Figure 1. The metal 1 layer.
The bar under the picture is 20 um long.
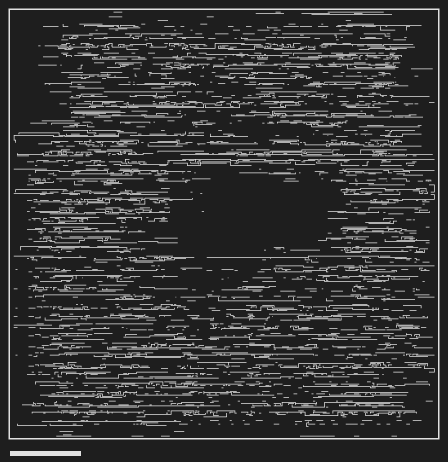
Figure 2. Metal 2.
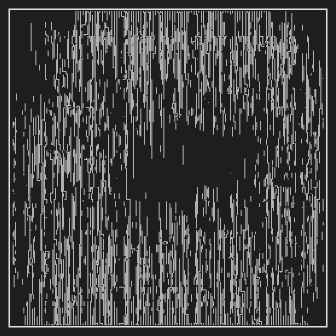
Figure 3. Cell density map.
The bar under the picture is 20 um long. The die is cut into 12 by 12 equal tiles; black is low, pale yellow is high, 0 to 100% covered.
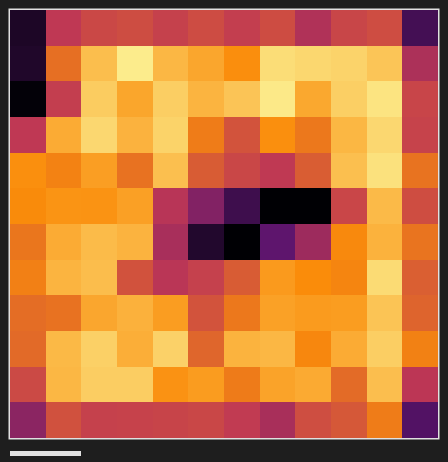
==> src/rtl/mem_arb_pkg.sv <==
`default_nettype none
// ============================================================================
// Package  : mem_arb_pkg
// Purpose  : Shared types and constants for the two-requester memory port
//            arbiter (sequencer state, owner encoding, latency counter width).
// Revision : 1.0 - initial release
// ============================================================================
package mem_arb_pkg;

    // Transaction sequencer states, explicitly encoded
    typedef enum logic [1:0] {
        IDLE  = 2'd0,
        ISSUE = 2'd1,
        WAIT  = 2'd2,
        RESP  = 2'd3
    } arb_state_t;

    // Owner encoding, also used as the round-robin pointer value
    localparam logic OWN_CPU = 1'b0;
    localparam logic OWN_DBG = 1'b1;

    // Wide enough to hold READ_LAT-1 for the supported latency range 1..4
    localparam int LAT_CNT_W = 3;

endpackage : mem_arb_pkg
`default_nettype wire

==> src/rtl/mem_port_arbiter_arb_pick.sv <==
`default_nettype none
// ============================================================================
// Module   : arb_pick
// Purpose  : Combinational winner selection between the CPU and the debug
//            requester. A lone eligible requester always wins; a tie goes to
//            debug under fixed priority, otherwise to the side the
//            round-robin pointer names.
// Revision : 1.0 - initial release
// ============================================================================
module arb_pick
    import mem_arb_pkg::*;
#(
    parameter int DEBUG_PRIO = 1
) (
    input  logic i_cpu_elig,
    input  logic i_dbg_elig,
    input  logic i_rr_prefer,
    output logic o_grant_valid,
    output logic o_winner
);

    // Tie resolution: fixed debug priority or the round-robin preference
    always_comb begin
        o_grant_valid = i_cpu_elig | i_dbg_elig;
        o_winner      = OWN_CPU;
        if (i_cpu_elig && i_dbg_elig) begin
            o_winner = (DEBUG_PRIO != 0) ? OWN_DBG : i_rr_prefer;
        end else if (i_dbg_elig) begin
            o_winner = OWN_DBG;
        end
    end

endmodule : arb_pick
`default_nettype wire

==> src/rtl/mem_port_arbiter.sv <==
`default_nettype none
// ============================================================================
// Module   : mem_port_arbiter
// Purpose  : Shares one synchronous memory port between the CPU data side
//            and the UART debug controller. One transaction in flight at a
//            time: grant (IDLE) -> one-cycle chip select (ISSUE) -> optional
//            read latency (WAIT) -> one-cycle ack (RESP). A lock input keeps
//            the CPU out while the debug side loads a program.
// Revision : 1.0 - initial release
// ============================================================================
module mem_port_arbiter
    import mem_arb_pkg::*;
#(
    parameter int ADDR_W     = 32,
    parameter int DATA_W     = 32,
    parameter int READ_LAT   = 1,
    parameter int DEBUG_PRIO = 1
) (
    input  logic                  CLK,
    input  logic                  RST,
    input  logic                  lock,
    // CPU requester
    input  logic                  c_req,
    input  logic [DATA_W/8-1:0]   c_we,
    input  logic [ADDR_W-1:0]     c_addr,
    input  logic [DATA_W-1:0]     c_wdata,
    output logic                  c_ack,
    output logic [DATA_W-1:0]     c_rdata,
    // Debug requester
    input  logic                  d_req,
    input  logic [DATA_W/8-1:0]   d_we,
    input  logic [ADDR_W-1:0]     d_addr,
    input  logic [DATA_W-1:0]     d_wdata,
    output logic                  d_ack,
    output logic [DATA_W-1:0]     d_rdata,
    // Memory side
    output logic                  mem_cs,
    output logic [DATA_W/8-1:0]   mem_we,
    output logic [ADDR_W-1:0]     mem_addr,
    output logic [DATA_W-1:0]     mem_wdata,
    input  logic [DATA_W-1:0]     mem_rdata,
    // Status
    output logic                  busy,
    output logic                  owner
);

    localparam int BE_W = DATA_W / 8;

    // WAIT lasts READ_LAT cycles, so the counter starts at READ_LAT-1 and
    // the read data is captured when it reaches zero.
    localparam logic [LAT_CNT_W-1:0] C_WAIT_LOAD = LAT_CNT_W'(READ_LAT - 1);

    // ------------------------------------------------------------------
    // Arbitration inputs and winner-side request mux
    // ------------------------------------------------------------------
    logic              w_cpu_elig;
    logic              w_dbg_elig;
    logic              w_grant_valid;
    logic              w_winner;
    logic [BE_W-1:0]   w_sel_we;
    logic [ADDR_W-1:0] w_sel_addr;
    logic [DATA_W-1:0] w_sel_wdata;

    // ------------------------------------------------------------------
    // Sequencer and output registers
    // ------------------------------------------------------------------
    arb_state_t           r_state;
    logic                 r_owner;
    logic                 r_rr_prefer;
    logic                 r_is_write;
    logic [LAT_CNT_W-1:0] r_wait_cnt;
    logic                 r_mem_cs;
    logic [BE_W-1:0]      r_mem_we;
    logic [ADDR_W-1:0]    r_mem_addr;
    logic [DATA_W-1:0]    r_mem_wdata;
    logic                 r_c_ack;
    logic                 r_d_ack;
    logic [DATA_W-1:0]    r_c_rdata;
    logic [DATA_W-1:0]    r_d_rdata;

    // The lock only masks the CPU; debug is always eligible when requesting
    assign w_cpu_elig = c_req & ~lock;
    assign w_dbg_elig = d_req;

    arb_pick #(
        .DEBUG_PRIO (DEBUG_PRIO)
    ) u_arb_pick (
        .i_cpu_elig    (w_cpu_elig),
        .i_dbg_elig    (w_dbg_elig),
        .i_rr_prefer   (r_rr_prefer),
        .o_grant_valid (w_grant_valid),
        .o_winner      (w_winner)
    );

    assign w_sel_we    = (w_winner == OWN_DBG) ? d_we    : c_we;
    assign w_sel_addr  = (w_winner == OWN_DBG) ? d_addr  : c_addr;
    assign w_sel_wdata = (w_winner == OWN_DBG) ? d_wdata : c_wdata;

    // Transaction sequencer: grant, issue, read wait, ack; all outputs registered
    always_ff @(posedge CLK) begin
        if (RST) begin
            r_state     <= IDLE;
            r_owner     <= OWN_CPU;
            r_rr_prefer <= OWN_CPU;
            r_is_write  <= 1'b0;
            r_wait_cnt  <= '0;
            r_mem_cs    <= 1'b0;
            r_mem_we    <= '0;
            r_mem_addr  <= '0;
            r_mem_wdata <= '0;
            r_c_ack     <= 1'b0;
            r_d_ack     <= 1'b0;
            r_c_rdata   <= '0;
            r_d_rdata   <= '0;
        end else begin
            case (r_state)
                IDLE: begin
                    r_c_ack <= 1'b0;
                    r_d_ack <= 1'b0;
                    if (w_grant_valid) begin
                        // Capture the winner's request so the requester may
                        // drop req afterwards without disturbing the access.
                        r_owner     <= w_winner;
                        r_rr_prefer <= ~w_winner;
                        r_is_write  <= (w_sel_we != '0);
                        r_mem_cs    <= 1'b1;
                        r_mem_we    <= w_sel_we;
                        r_mem_addr  <= w_sel_addr;
                        r_mem_wdata <= w_sel_wdata;
                        r_state     <= ISSUE;
                    end
                end

                ISSUE: begin
                    // Chip select is a single-cycle pulse; byte enables are
                    // cleared with it so they never appear without cs.
                    r_mem_cs <= 1'b0;
                    r_mem_we <= '0;
                    if (r_is_write) begin
                        r_c_ack <= (r_owner == OWN_CPU);
                        r_d_ack <= (r_owner == OWN_DBG);
                        r_state <= RESP;
                    end else begin
                        r_wait_cnt <= C_WAIT_LOAD;
                        r_state    <= WAIT;
                    end
                end

                WAIT: begin
                    if (r_wait_cnt == '0) begin
                        // Last wait cycle: memory data is valid now. Only the
                        // owner's read-data register is touched.
                        if (r_owner == OWN_DBG) begin
                            r_d_rdata <= mem_rdata;
                            r_d_ack   <= 1'b1;
                        end else begin
                            r_c_rdata <= mem_rdata;
                            r_c_ack   <= 1'b1;
                        end
                        r_state <= RESP;
                    end else begin
                        r_wait_cnt <= r_wait_cnt - 1'b1;
                    end
                end

                RESP: begin
                    r_c_ack <= 1'b0;
                    r_d_ack <= 1'b0;
                    r_state <= IDLE;
                end

                default: begin
                    r_state <= IDLE;
                end
            endcase
        end
    end

    // ------------------------------------------------------------------
    // Output drive
    // ------------------------------------------------------------------
    assign mem_cs    = r_mem_cs;
    assign mem_we    = r_mem_we;
    assign mem_addr  = r_mem_addr;
    assign mem_wdata = r_mem_wdata;
    assign c_ack     = r_c_ack;
    assign d_ack     = r_d_ack;
    assign c_rdata   = r_c_rdata;
    assign d_rdata   = r_d_rdata;
    assign owner     = r_owner;
    assign busy      = (r_state != IDLE);

endmodule : mem_port_arbiter
`default_nettype wire

==> config.mk <==
export PLATFORM = sky130hd
export DESIGN_NAME = mem_port_arbiter
export DESIGN_NICKNAME = d
export VERILOG_FILES = /design/src/rtl/mem_arb_pkg.sv /design/src/rtl/mem_port_arbiter_arb_pick.sv /design/src/rtl/mem_port_arbiter.sv
export SDC_FILE = /design/constraint.sdc
export NUM_CORES = 1
export LEC_CHECK = 0
export ABC_AREA = 1
export CAP_MARGIN = 10
export CORE_UTILIZATION = 44
export CTS_CLUSTER_DIAMETER = 120
export DETAILED_ROUTE_END_ITERATION = 10
export PLACE_DENSITY = 0.87
export SETUP_SLACK_MARGIN = 0.05
export SLEW_MARGIN = 30
export SYNTH_ARGS = -nofsm -noshare
export SYNTH_HDL_FRONTEND = slang
export SYNTH_SLANG_ARGS = --single-unit
==> constraint.sdc <==
create_clock -name CLK -period 2.55 [get_ports CLK]
set_clock_uncertainty 0.15 [all_clocks]
set_input_delay 0.255 -clock CLK [delete_from_list [all_inputs] [get_ports CLK]]
set_output_delay 0.255 -clock CLK [all_outputs]
set_load 0.02 [all_outputs]
==> results.yml <==
# implementation run metrics
cts:
  clk_path_buf_depth: 2
  clock_sinks: 142
  reg_clk_slew_reported_paths_ns: 0.06
  clock_tree_from_tritoncts: "yes"
floorplan:
  design.portCount: 310
  fp.dieH_um: 120
  well_tap_count: 176
  fp-row-count: 42
power:
  p_clk_w: 0.00250
  finalPower_w: 0.00900
  sequentialPower_w: 0.00295
outcome:
  outcome: "finished, final reports clean"
setup_path:
  critical_path.endpoint_type: "output pin"
  cp_cell_sequence: "inv_1 > ha_1 > inv_1 > clkdlybuf4s50_1"
  reg2reg_depth: 7
  critPathMostFrequentCell: "sky130_fd_sc_hd__inv_1"
  cp.buffers_inverters: 3
  regToRegStartpoint: "r_state[0]"
  worstSetupPathDepth: 4
global_route:
  maximum_number_of_pins_on_one_net_before_global_route_repair: 73
  antenna_found_initial: 0
  grt_met3_use_pct: 8.92
  gr-usage-met1_pct: 28.7
layout:
  layout-drive-gt1-share_pct: 4.45
  finish.instance_area_um2: 9890
  layout.cells.non_filler: 1367
  flop_area_um2: 2840
  multiInputGateArea_um2: 2780
  lay_top_count: "sky130_fd_sc_hd__clkdlybuf4s50_1"
timing:
  clock.fmax_mhz: 420
  slew_headroom_pct: 53.0
  fin_ws_ns: 0.168
  timing.final.setup_violations: 0
  finalWorstPathRequiredPeriod_ns: 2.38
  worst_hold_slack_ns: 0.287
placed_design:
  place.port_buffers: 309
  place.detailed.hpwl_um: 14300
  place.gp.congestion: 0.835
detailed_routing:
  initial_drt_pass_iterations: 6
  wl_per_cell_um: 14.9
  vias_per_cell: 4.95
  drc: 0
synth:
  netlist_logic_family_top: "simple AND/OR/NAND/NOR gates"
  synth.cells.most_frequent: "274 x sky130_fd_sc_hd__nand2_1, 142 x sky130_fd_sc_hd__dfxtp_1, 137 x sky130_fd_sc_hd__nor2_1"
  post_synth_inst_count: 899
  synth_async_sr_flop_share_pct: 0
  yosysTopAreaCell: "sky130_fd_sc_hd__dfxtp_1"
Notes on Figure 1 above:
main direction: horizontal
share of all routed wire: 38%

Notes on Figure 2 above:
nets with wire on the layer: 1068
wire length on this layer: 9900 um

Notes on Figure 3 above:
mean over tiles: 67%
tiles over 75% full: 46%
nearly empty tiles: 2.8%
fullest tile: 96%

No activity file was given, so power comes from the tool's default toggle rates.
